## config.mk

```make
export PLATFORM = sky130hd
export DESIGN_NAME = navic_prn_correlator
export DESIGN_NICKNAME = d
export VERILOG_FILES = /design/src/rtl/navic_prn_correlator.sv
export SDC_FILE = /design/constraint.sdc
export NUM_CORES = 1
export LEC_CHECK = 0
export ABC_AREA = 1
export CORE_ASPECT_RATIO = 1.1
export CORE_MARGIN = 2
export CORE_UTILIZATION = 25
export CTS_CLUSTER_DIAMETER = 50
export DETAILED_ROUTE_END_ITERATION = 8
export HOLD_SLACK_MARGIN = 0.06
export PLACE_DENSITY = 0.42
export SYNTH_ARGS = -nofsm -noshare
export SYNTH_HDL_FRONTEND = slang
export SYNTH_SLANG_ARGS = --single-unit
```

## constraint.sdc

```tcl
create_clock -name clk -period 24 [get_ports clk]
set_clock_uncertainty 0.05 [all_clocks]
set_input_delay 7.2 -clock clk [delete_from_list [all_inputs] [get_ports clk]]
set_output_delay 7.2 -clock clk [all_outputs]
set_load 0.02 [all_outputs]
```

## src/rtl/navic_prn_correlator.sv

```systemverilog
// NavIC L1 PRN correlator: regenerates the primary code from R0/R1/C seeds and
// despreads one signed sample per chip over a full code epoch.
//  state  | meaning
//  IDLE   | waiting for start
//  RUN    | consuming one chip per accepted sample
//  DONE   | one-cycle result pulse; start here chains the next epoch
module navic_prn_correlator #(
    parameter int CODE_LEN = 10230,
    parameter int SAMPLE_W = 8,
    parameter int ACC_W    = 22
) (
    input  logic                       clk,
    input  logic                       rst,
    input  logic                       start,
    input  logic [0:54]                R0_in,
    input  logic [0:54]                R1_in,
    input  logic [0:4]                 C_in,
    input  logic                       s_valid,
    input  logic signed [SAMPLE_W-1:0] s_data,
    output logic                       s_ready,
    output logic                       busy,
    output logic [13:0]                chip_idx,
    output logic                       local_chip,
    output logic                       corr_valid,
    output logic signed [ACC_W-1:0]    corr_out,
    output logic [0:23]                first,
    output logic [0:23]                last
);

    typedef enum logic [1:0] {S_IDLE, S_RUN, S_DONE} state_t;

    state_t                  state_q, state_d;
    logic [0:54]             r0_q, r0_d, r1_q, r1_d;
    logic [0:4]              c_q, c_d;
    logic signed [ACC_W-1:0] acc_q, acc_d, corr_q, corr_d;
    logic [13:0]             idx_q, idx_d;
    logic [0:23]             first_w_q, first_w_d, sr_q, sr_d;
    logic [0:23]             first_q, first_d, last_q, last_d;

    logic                    chip, r0_fb, r1_fb, s_a, s_b, s_c;
    logic signed [ACC_W-1:0] s_ext, acc_nxt;
    logic [0:23]             sr_nxt, first_nxt;

    assign chip  = r1_q[0] ^ c_q[0];
    assign r0_fb = r0_q[50] ^ r0_q[45] ^ r0_q[40] ^ r0_q[20] ^ r0_q[10] ^ r0_q[5] ^ r0_q[0];
    assign s_a   = (r0_q[50] ^ r0_q[45] ^ r0_q[40]) & (r0_q[20] ^ r0_q[10] ^ r0_q[5] ^ r0_q[0]);
    assign s_b   = ((r0_q[50] ^ r0_q[45]) & r0_q[40]) ^ ((r0_q[20] ^ r0_q[10]) & (r0_q[5] ^ r0_q[0]));
    assign s_c   = (r0_q[50] & r0_q[45]) ^ (r0_q[20] & r0_q[10]) ^ (r0_q[5] & r0_q[0]);
    assign r1_fb = s_a ^ s_b ^ s_c ^ r0_q[40] ^ r0_q[35] ^ r0_q[30] ^ r0_q[25] ^ r0_q[15] ^ r0_q[0]
                 ^ r1_q[50] ^ r1_q[45] ^ r1_q[40] ^ r1_q[20] ^ r1_q[10] ^ r1_q[5] ^ r1_q[0];

    // chip 1 maps to -1, so the sample is subtracted
    assign s_ext   = {{(ACC_W-SAMPLE_W){s_data[SAMPLE_W-1]}}, s_data};
    assign acc_nxt = chip ? (acc_q - s_ext) : (acc_q + s_ext);
    assign sr_nxt  = {sr_q[1:23], chip};

    always_comb begin
        first_nxt = first_w_q;
        if (idx_q < 14'd24) begin
            first_nxt[idx_q[4:0]] = chip;
        end
    end

    always_comb begin
        state_d   = state_q;
        r0_d      = r0_q;
        r1_d      = r1_q;
        c_d       = c_q;
        acc_d     = acc_q;
        idx_d     = idx_q;
        first_w_d = first_w_q;
        sr_d      = sr_q;
        corr_d    = corr_q;
        first_d   = first_q;
        last_d    = last_q;
        if (start) begin
            state_d = S_RUN;
            r0_d    = R0_in;
            r1_d    = R1_in;
            c_d     = C_in;
            acc_d   = '0;
            idx_d   = '0;
        end else begin
            case (state_q)
                S_RUN: begin
                    if (s_valid) begin
                        r0_d      = {r0_q[1:54], r0_fb};
                        r1_d      = {r1_q[1:54], r1_fb};
                        c_d       = {c_q[1:4], c_q[0]};
                        acc_d     = acc_nxt;
                        idx_d     = idx_q + 14'd1;
                        first_w_d = first_nxt;
                        sr_d      = sr_nxt;
                        if (idx_q == 14'(CODE_LEN - 1)) begin
                            state_d = S_DONE;
                            corr_d  = acc_nxt;
                            first_d = first_nxt;
                            last_d  = sr_nxt;
                        end
                    end
                end
                S_DONE:  state_d = S_IDLE;
                default: state_d = S_IDLE;
            endcase
        end
    end

    always_ff @(posedge clk or posedge rst) begin
        if (rst) begin
            state_q   <= S_IDLE;
            r0_q      <= '0;
            r1_q      <= '0;
            c_q       <= '0;
            acc_q     <= '0;
            idx_q     <= '0;
            first_w_q <= '0;
            sr_q      <= '0;
            corr_q    <= '0;
            first_q   <= '0;
            last_q    <= '0;
        end else begin
            state_q   <= state_d;
            r0_q      <= r0_d;
            r1_q      <= r1_d;
            c_q       <= c_d;
            acc_q     <= acc_d;
            idx_q     <= idx_d;
            first_w_q <= first_w_d;
            sr_q      <= sr_d;
            corr_q    <= corr_d;
            first_q   <= first_d;
            last_q    <= last_d;
        end
    end

    assign s_ready    = (state_q == S_RUN) && !start;
    assign busy       = (state_q == S_RUN);
    assign corr_valid = (state_q == S_DONE);
    assign chip_idx   = idx_q;
    assign local_chip = chip;
    assign corr_out   = corr_q;
    assign first      = first_q;
    assign last       = last_q;

endmodule

```

==> flow_summary_export.csv <==
group,metric,value,unit
synthesis,yosys_cells,1680,
layout,drive_gt1_share,5.58,%
hold_path,min_from,"sr_q[3]$_DFFE_PP0P_",
floorplanning,die_y,248,um
power_and_ir_drop,pwr-share-clk,43.3,%
power_and_ir_drop,switching_share,30.3,%
synthesis,flop_cell,"dfrtp_1",
cts,post-cts-setup-buffers,0,
route,firstDrtPassIters,5,
synthesis,syn_inst,1680,
cts,cts_buffer_depth,3,
worst_setup_path,critPathArrivalTime,8.59,ns
layout,fin_cells,2628,
final_timing,setup_viol,0,
cts,ctsResizeCount,0,
route,wl_per_cell,15.8,um
layout,lay_top_count,"nand2_1",
floorplanning,die_width,226,um
place,place_hpwl,28.2,mm
synthesis,synth_cell_types,43,
run_status,outcome,"finished, final reports clean",
grt,overflow,0,
grt,grt_max_degree,97,
floorplanning,fp_util,25.3,%
worst_setup_path,crit_start,"start",
worst_setup_path,path_class,"input port to output port",
route,drc,0,
place,globalplace.congestion,0.849,
final_timing,final.setup.tns,0,ns
synthesis,largest_area_cell,"dfrtp_1",
floorplanning,io-pin-count,215,
cts,root_buffer,"clkbuf_16",
synthesis,ys_seq_share,49.9,%
place,port-buffer-count,214,
run,warning_count,29,
synthesis,synth-seq-cells,270,
[registers in the layout, summed over array words and instances (netlist names)]
signal     count
c_q            5
chip_idx      14
sr_q          23
corr_out      22
first         24
r0_q          55
acc_q         22
last          24
state_q        2
first_w_q     24
r1_q          55
[cells in the mapped netlist (30+ instances only)]
cell type,count
nand2_1,505
dfrtp_1,270
inv_1,194
o21ai_0,140
nand3_1,89
nor2_1,80
a21oi_1,57
a22oi_1,50
o211ai_1,39
clkbuf_1,38
buf_2,33
ha_1,32
o21ai_1,30
[power by group through the flow]
stage	registers, W	clock network, W	logic [W]
after floorplan	0.000525	0	0.000195
after global routing	0.000528	0.000650	0.000320
after global placement	0.000531	0	0.000278
final	0.000523	0.000609	0.000275
after CTS	0.000523	0.000630	0.000282
after detailed placement	0.000531	0	0.000280
[worst min path at each step]
stage	slack, ns	end	cells after the start
final	0.43	sr_q[2]$_DFFE_PP0P_	2
after global routing	0.45	last[12]$_DFFE_PP0P_	2
after CTS	0.44	sr_q[2]$_DFFE_PP0P_	2
after detailed placement	0.42	first[7]$_DFFE_PP0P_	2
after global placement	0.41	last[0]$_DFFE_PP0P_	2
after floorplan	0.39	last[0]$_DFFE_PP0P_	2
[layer usage]
metal / global-route usage [%] / vias up / wire (um)
met3: 4.77 / 70 / 2740
met4: 3.88 / 20 / 786
met2: 24.7 / 226 / 19300
met5: 0 / - / 127
li1: - / 5881 / -
met1: 19.2 / 5499 / 18400
[through the flow]
step	total power [W]	setup slack [ns]	util, %	hold slack [ns]	area (sq um)
after floorplan	0.000721	9.05	-	0.392	13500
after global placement	0.000808	8.11	30.5	0.411	16300
after detailed placement	0.000811	8.12	30.5	0.421	16300
after CTS	0.00144	8.12	33.0	0.435	17700
after global routing	0.00150	8.05	33.0	0.454	17700
final	0.00141	8.16	33.0	0.427	17700
[area by class of cell]
type,count,area (sq um)
Multi-Input combinational cell,1125,5640
Inverter,205,777
Clock buffer,52,1130
Antenna cell,2,5.00
Tap cell,728,911
Sequential cell,270,6760
Fill cell,5680,35900
Timing Repair Buffer,226,2230
Clock inverter,20,251
[worst max-delay path, cell delays in order]
cell and delay, ns:
buf_4 0.58, nor2_1 0.21, clkdlybuf4s50_1 0.59
[logic make-up after synthesis]
logic type / after synthesis / synth area share (%)
AND-OR/OR-AND: 344 / 15.0
XOR/XNOR: 17 / 1.10
adder cells (fa/ha/maj): 33 / 3.11
buffers and inverters: 285 / 8.46
flip-flops: 270 / 49.9
AND/OR/NAND/NOR: 731 / 22.4
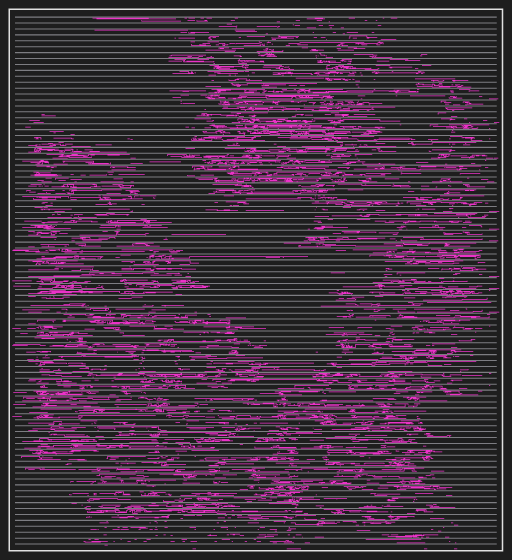
m1.png
Supply wires on this layer in grey.
share of all routed wire: 45%
nets with wire on the layer: 1851
longest straight run: 54.3 um
main direction: horizontal
wire length on this layer: 18400 um

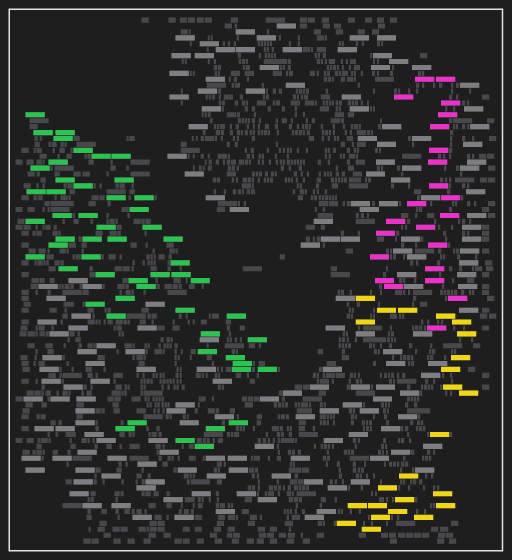
ff_map.png
Other sequential cells in the stronger grey, the rest of the logic in the fainter grey.
[magenta] sr_q | placed flops: 23
[green] r1_q | placed flops: 55
[yellow] first | placed flops: 24 | where: bottom right
not coloured: 168

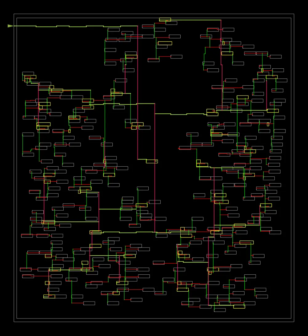
clock_nets.png
Flop Count: 270
clk_lat worst skew: 0.55 ns
Clock Power: 0.000609 W
Clock Sink Count: 270

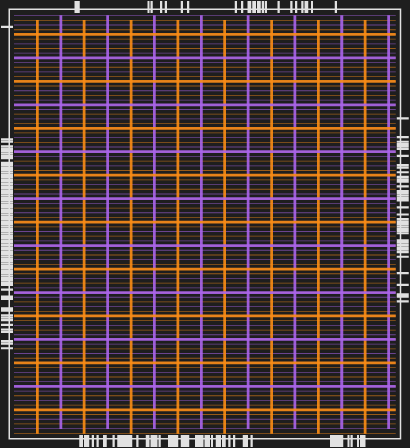
floorplan.png
Pins as bars on the die edge.
[purple] VDD
[orange] VSS
rows: 89
met4 straps: 16
met1 rails: 90
signal pins: 215

Power figures rest on the tool's default switching activity, not on a simulated workload.
